Wires at chosen ports, followed through buffers:
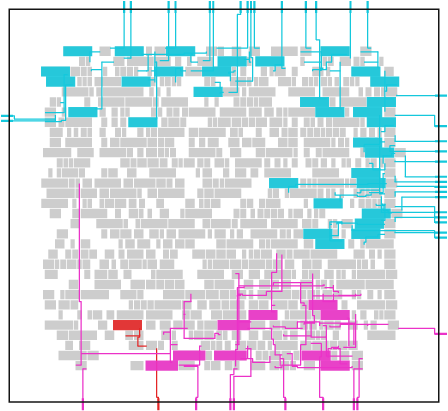
Clock wires, drivers and flops:
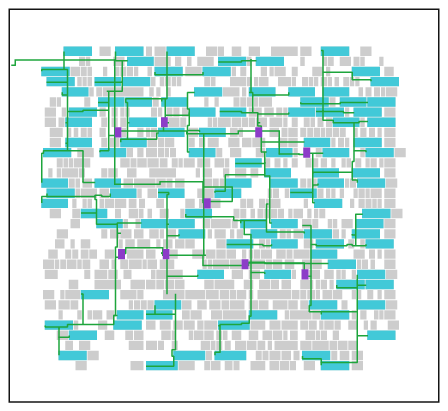
Pin map:
Pins as bars across the die edge, other pins in gray.
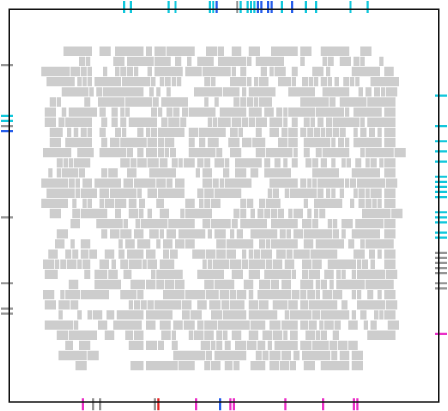
Placed standard cells:
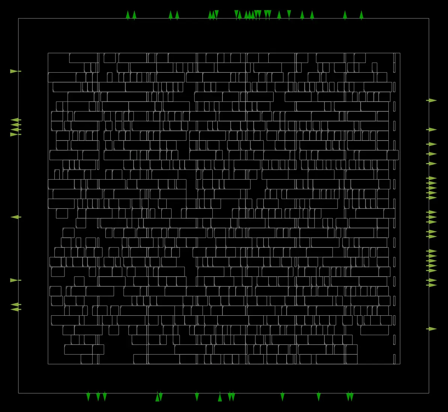
<file path="config.mk">
export PLATFORM = sky130hd
export DESIGN_NAME = imem_loader
export DESIGN_NICKNAME = d
export VERILOG_FILES = /design/src/rtl/imem_loader.sv
export SDC_FILE = /design/constraint.sdc
export NUM_CORES = 1
export LEC_CHECK = 0
export CAP_MARGIN = 40
export CORE_ASPECT_RATIO = 0.9
export CORE_MARGIN = 8
export CORE_UTILIZATION = 54
export CTS_BUF_LIST = sky130_fd_sc_hd__clkbuf_2
export CTS_CLUSTER_DIAMETER = 50
export DETAILED_ROUTE_END_ITERATION = 8
export PLACE_DENSITY_LB_ADDON = 0.15
export SLEW_MARGIN = 15
export SYNTH_ARGS = -nofsm -noshare
export SYNTH_HDL_FRONTEND = slang
export SYNTH_SLANG_ARGS = --single-unit
</file>
<file path="constraint.sdc">
create_clock -name clk -period 2.15 [get_ports clk]
set_clock_uncertainty 0.2 [all_clocks]
set_input_delay 0.43 -clock clk [delete_from_list [all_inputs] [get_ports clk]]
set_output_delay 0.43 -clock clk [all_outputs]
set_load 0.01 [all_outputs]
</file>
<file path="src/rtl/imem_loader.sv">
// Instruction-memory writer: parses a framed little-endian byte stream into 32-bit words,
// writes them through a single port, and holds the core in reset until a load checks out.
module imem_loader #(
  parameter int ADDR_WIDTH = 8,
  parameter int MAX_WORDS  = 256
) (
  input  logic                  clk,
  input  logic                  reset,
  input  logic                  start,
  input  logic                  in_valid,
  input  logic [7:0]            in_data,
  output logic                  in_ready,
  output logic                  imem_we,
  output logic [ADDR_WIDTH-1:0] imem_addr,
  output logic [31:0]           imem_wdata,
  output logic                  core_reset,
  output logic                  busy,
  output logic                  done,
  output logic                  error,
  output logic [ADDR_WIDTH:0]   words_loaded
);

  typedef enum logic [2:0] {
    S_IDLE,
    S_LEN_LO,
    S_LEN_HI,
    S_DATA,
    S_CHECK,
    S_DONE,
    S_ERROR
  } state_e;

  localparam logic [16:0] MAX_LEN = 17'(MAX_WORDS);

  state_e                state_q, state_d;
  logic                  in_ready_q, in_ready_d;
  logic [15:0]           len_q, len_d;
  logic [1:0]            byte_idx_q, byte_idx_d;
  logic [23:0]           word_q, word_d;
  logic [7:0]            chk_q, chk_d;
  logic                  we_q, we_d;
  logic [ADDR_WIDTH-1:0] addr_q, addr_d;
  logic [31:0]           wdata_q, wdata_d;
  logic                  core_reset_q, core_reset_d;
  logic                  busy_q, busy_d;
  logic                  done_q, done_d;
  logic                  error_q, error_d;
  logic [ADDR_WIDTH:0]   words_q, words_d;

  logic                  accept;
  logic [15:0]           len_full;
  logic                  last_word;

  always_comb begin
    // NOTE: every _d starts from its _q (or idle value) so no path through the case infers a latch.
    state_d      = state_q;
    len_d        = len_q;
    byte_idx_d   = byte_idx_q;
    word_d       = word_q;
    chk_d        = chk_q;
    we_d         = 1'b0;
    addr_d       = addr_q;
    wdata_d      = wdata_q;
    core_reset_d = core_reset_q;
    busy_d       = busy_q;
    done_d       = done_q;
    error_d      = error_q;
    words_d      = words_q;

    accept    = in_valid && in_ready_q;
    len_full  = {in_data, len_q[7:0]};
    last_word = (17'(words_q) + 17'd1) == {1'b0, len_q};

    case (state_q)
      S_IDLE, S_DONE, S_ERROR: begin
        if (start) begin
          state_d      = S_LEN_LO;
          busy_d       = 1'b1;
          done_d       = 1'b0;
          error_d      = 1'b0;
          core_reset_d = 1'b1;
          words_d      = '0;
          chk_d        = '0;
        end
      end

      S_LEN_LO: begin
        if (accept) begin
          len_d   = {8'h00, in_data};
          state_d = S_LEN_HI;
        end
      end

      S_LEN_HI: begin
        if (accept) begin
          len_d      = len_full;
          byte_idx_d = 2'd0;
          if (len_full == 16'd0 || 17'(len_full) > MAX_LEN) begin
            state_d = S_ERROR;
            busy_d  = 1'b0;
            error_d = 1'b1;
          end else begin
            state_d = S_DATA;
          end
        end
      end

      S_DATA: begin
        if (accept) begin
          chk_d      = chk_q ^ in_data;
          byte_idx_d = byte_idx_q + 2'd1;
          case (byte_idx_q)
            2'd0: word_d[7:0]   = in_data;
            2'd1: word_d[15:8]  = in_data;
            2'd2: word_d[23:16] = in_data;
            default: begin
              // Top byte goes straight to the write register; word index doubles as the count.
              we_d    = 1'b1;
              addr_d  = words_q[ADDR_WIDTH-1:0];
              wdata_d = {in_data, word_q};
              words_d = words_q + (ADDR_WIDTH+1)'(1);
              if (last_word) state_d = S_CHECK;
            end
          endcase
        end
      end

      S_CHECK: begin
        if (accept) begin
          busy_d = 1'b0;
          if (in_data == chk_q) begin
            state_d      = S_DONE;
            done_d       = 1'b1;
            core_reset_d = 1'b0;
          end else begin
            state_d = S_ERROR;
            error_d = 1'b1;
          end
        end
      end

      default: state_d = S_IDLE;
    endcase

    // One-cycle bubble entering CHECK keeps a trailing data byte from being taken as the checksum.
    in_ready_d = (state_d inside {S_LEN_LO, S_LEN_HI, S_DATA, S_CHECK}) &&
                 !(state_q == S_DATA && state_d == S_CHECK);
  end

  always_ff @(posedge clk) begin
    // NOTE: state registers use non-blocking assignment; blocking is reserved for the comb block.
    if (reset) begin
      state_q      <= S_IDLE;
      in_ready_q   <= 1'b0;
      len_q        <= '0;
      byte_idx_q   <= '0;
      word_q       <= '0;
      chk_q        <= '0;
      we_q         <= 1'b0;
      addr_q       <= '0;
      wdata_q      <= '0;
      core_reset_q <= 1'b1;
      busy_q       <= 1'b0;
      done_q       <= 1'b0;
      error_q      <= 1'b0;
      words_q      <= '0;
    end else begin
      state_q      <= state_d;
      in_ready_q   <= in_ready_d;
      len_q        <= len_d;
      byte_idx_q   <= byte_idx_d;
      word_q       <= word_d;
      chk_q        <= chk_d;
      we_q         <= we_d;
      addr_q       <= addr_d;
      wdata_q      <= wdata_d;
      core_reset_q <= core_reset_d;
      busy_q       <= busy_d;
      done_q       <= done_d;
      error_q      <= error_d;
      words_q      <= words_d;
    end
  end

  assign in_ready     = in_ready_q;
  assign imem_we      = we_q;
  assign imem_addr    = addr_q;
  assign imem_wdata   = wdata_q;
  assign core_reset   = core_reset_q;
  assign busy         = busy_q;
  assign done         = done_q;
  assign error        = error_q;
  assign words_loaded = words_q;

endmodule

</file>
==> results.toml <==
# synthesis and place-and-route metrics
[synthesis]
synth_sequential_area_ratio_pct = 45.6
yosys_most_used_dff = "sky130_fd_sc_hd__dfxtp_1"
synthArstFlopShare_pct = 0
netlist_instances = 594
syn_area_per_cell_um2 = 7.98
yosys.cell_count.top_type = "sky130_fd_sc_hd__nand2_1"
yosys.area.top_type = "sky130_fd_sc_hd__dfxtp_1"
numSynthFlops = 108
synth.top_cells.by_count = "126 x sky130_fd_sc_hd__nand2_1, 108 x sky130_fd_sc_hd__dfxtp_1, 96 x sky130_fd_sc_hd__a21oi_1, 38 x sky130_fd_sc_hd__nor2_1, 35 x sky130_fd_sc_hd__nand3_1"
synth_nets = 611
edf_count = 0
yosysChipArea_um2 = 4740
synth.area.top_cells = "sky130_fd_sc_hd__dfxtp_1 46%, sky130_fd_sc_hd__a21oi_1 10%, sky130_fd_sc_hd__nand2_1 10%"

[outcome]
violations = "setup timing"
run_status = "finished with violations"

[power]
report.power.total_w = 0.00339
sw_frac_of_total_pct = 27.6
comb_power_share_pct = 9.3
peakVddDrop_uv = 360
p_int_w = 0.00246

[worst_hold_path]
hold_path_startpoint = "reset"
hold_path.class = "input pin to flip-flop"
min_delay_path_depth = 2
hold_path_end = "words_loaded[1]"

[timing]
postLayoutSetupSlackWorst_ns = -0.0485
accumulated_negative_setup_slack_ns = -0.0967
drv_slew = 0
setup_viol = 2
final_count_of_hold_timing_violations = 0
finalClockPeriodUsage_pct = 102
final_critical_period_ns = 2.20
fin_worst_hold_slack_ns = 0.0273
worst_pin_slew_ns = 0.460

[worst_setup_path]
worst_path_maximum_fanout = 5
worstPathRequired_ns = 2.44
path_class = "flip-flop to flip-flop"
critical_path.reg2reg.startpoint = "words_loaded[3]"
critPathLaunchType = "flip-flop"
timing.critical_path.to_type = "flip-flop"
ff2ff_path_depth = 7

[cts]
postCtsResizedCells = 111
cts_hold_fix_bufs = 0
cts_buffers = 9
cts_buffer_depth = 2
cts.sinks = 108
root_buffer = "sky130_fd_sc_hd__clkbuf_2"
post_cts_buffers = 8

[placement]
placedInstanceArea_um2 = 5860

[global_routing]
grt_max_degree = 48
busiest_layer = "met2"
grt.total_usage_pct = 21.8
grt_util_met3_pct = 4.66
grtUsageMet1_pct = 28.3
grt_antenna_before_repair = 0
grt_first_pass_wirelength_um = 21400
globalRouteOverflowTotal = 0
grt.met2_usage_pct = 35.7

[routing]
top_layer_used = "met4"
met2_length_um = 6470
drtAntennaViolNets = 0
drt_iter0_markers = 355
remaining_drc_errors = 0
drt-pass1-iter-count = 6
drt-wirelength-per-cell_um = 16.2
route.detailed.vias_per_inst = 5.65
met1Wirelength_um = 5870
wl_met3_um = 875

[cells_and_area]
most_frequent_logic_cell_in_the_layout = "sky130_fd_sc_hd__nand2_1"
drive_above_1_share_pct = 25.1
final_layout_top_logic_cells = "125 x sky130_fd_sc_hd__nand2_1, 95 x sky130_fd_sc_hd__a21oi_1, 74 x sky130_fd_sc_hd__buf_4"
area_growth_syn_to_layout_pct = 31.7

[floorplanning]
initial_utilization_pct = 55.3

[run]
max_cap_viol_count = 0
About 'wires at chosen ports, followed through buffers':
Cyan stands for `imem_wdata`, bits 32, direction output, end cells 32, wire 867 µm. Red stands for `in_ready`, bits 1, direction output, end cells 1, wire 25.8 µm. Magenta stands for `words_loaded`, bits 9, direction output, end cells 9, wire 624 µm.

About 'clock wires, drivers and flops':
Green stands for clock wires, length 1,210 µm. Cyan stands for flip-flops, count 108. Purple stands for clock drivers, count 9.
There are 10 routed clock nets.
insertion delay to the later sink of the worst-skew pair: 0.61 ns
clock network power share: 30.8%
clock network power: 0.00105 W

About 'pin map':
Magenta stands for `words_loaded`, pins 9, direction output, edge 8 bottom, 1 right. Cyan stands for `imem_wdata`, pins 32, direction output, edge 15 right, 15 top, 2 left. Red stands for `in_ready`, pins 1, direction output, edge bottom. Blue stands for `in_data`, pins 8, direction input, edge 6 top, 1 bottom, 1 left.
Port Buf Inserts: 66
die height: 105 µm
width of the chip: 115 µm

About 'placed standard cells':
standard cell core area: 8570 µm²
Post-Route Utilization: 72.9%
filler-free cell count of the finished design: 828
row count: 32

-- worst max-delay path, stage by stage (launching register included) --
cell	delay, ns
sky130_fd_sc_hd__dfxtp_4	0.42
sky130_fd_sc_hd__buf_4	0.13
sky130_fd_sc_hd__nand4_1	0.17
sky130_fd_sc_hd__or4_1	0.58
sky130_fd_sc_hd__a21oi_2	0.19
sky130_fd_sc_hd__nor3_2	0.08
sky130_fd_sc_hd__o21bai_1	0.21
sky130_fd_sc_hd__a21oi_1	0.09
-- layout make-up --
class,count,area [µm²]
clock buffers,9,45.0
multi-input cells,436,2470
repair buffers,144,1230
inverters,5,18.8
well taps,119,149
fillers,709,2320
clock inverters,7,91.3
flip-flops and latches,108,2240
-- worst max path at each step --
stage | endpoint | cells after the start | startpoint
after global routing | state_q[1] | 8 | words_loaded[1]
after detailed placement | error | 7 | in_data[7]
after CTS | imem_wdata[21] | 1 | imem_wdata[21]
after floorplan | state_q[0] | 7 | words_loaded[0]
after global placement | error | 7 | in_data[7]
final | state_q[0] | 7 | words_loaded[3]
-- sequential cells by signal, summed over array words and instances (netlist names) --
register / flops
state_q: 3
word_q: 24
core_reset: 1
imem_addr: 8
len_q: 16
error: 1
busy: 1
imem_we: 1
imem_wdata: 32
in_ready: 1
byte_idx_q: 2
words_loaded: 9
done: 1
chk_q: 8
-- power groups by stage --
stage          clock, W  sequential, W  combinational, W
6_report        0.00105        0.00203          0.000314
5_1_grt         0.00114        0.00204          0.000335
4_1_cts         0.00105        0.00203          0.000307
3_5_place_dp          0        0.00207          0.000306
3_3_place_gp          0        0.00207          0.000302
2_1_floorplan         0        0.00208          0.000164
-- logic make-up after synthesis --
group           synth area share [%]
compound gates                  17.2
simple gates                    27.6
flops                           45.6
buf+inv                         4.78
xor+xnor                        3.32
fa+ha+maj                       1.32
mux                            0.211
Power and IR drop assume default switching activity.
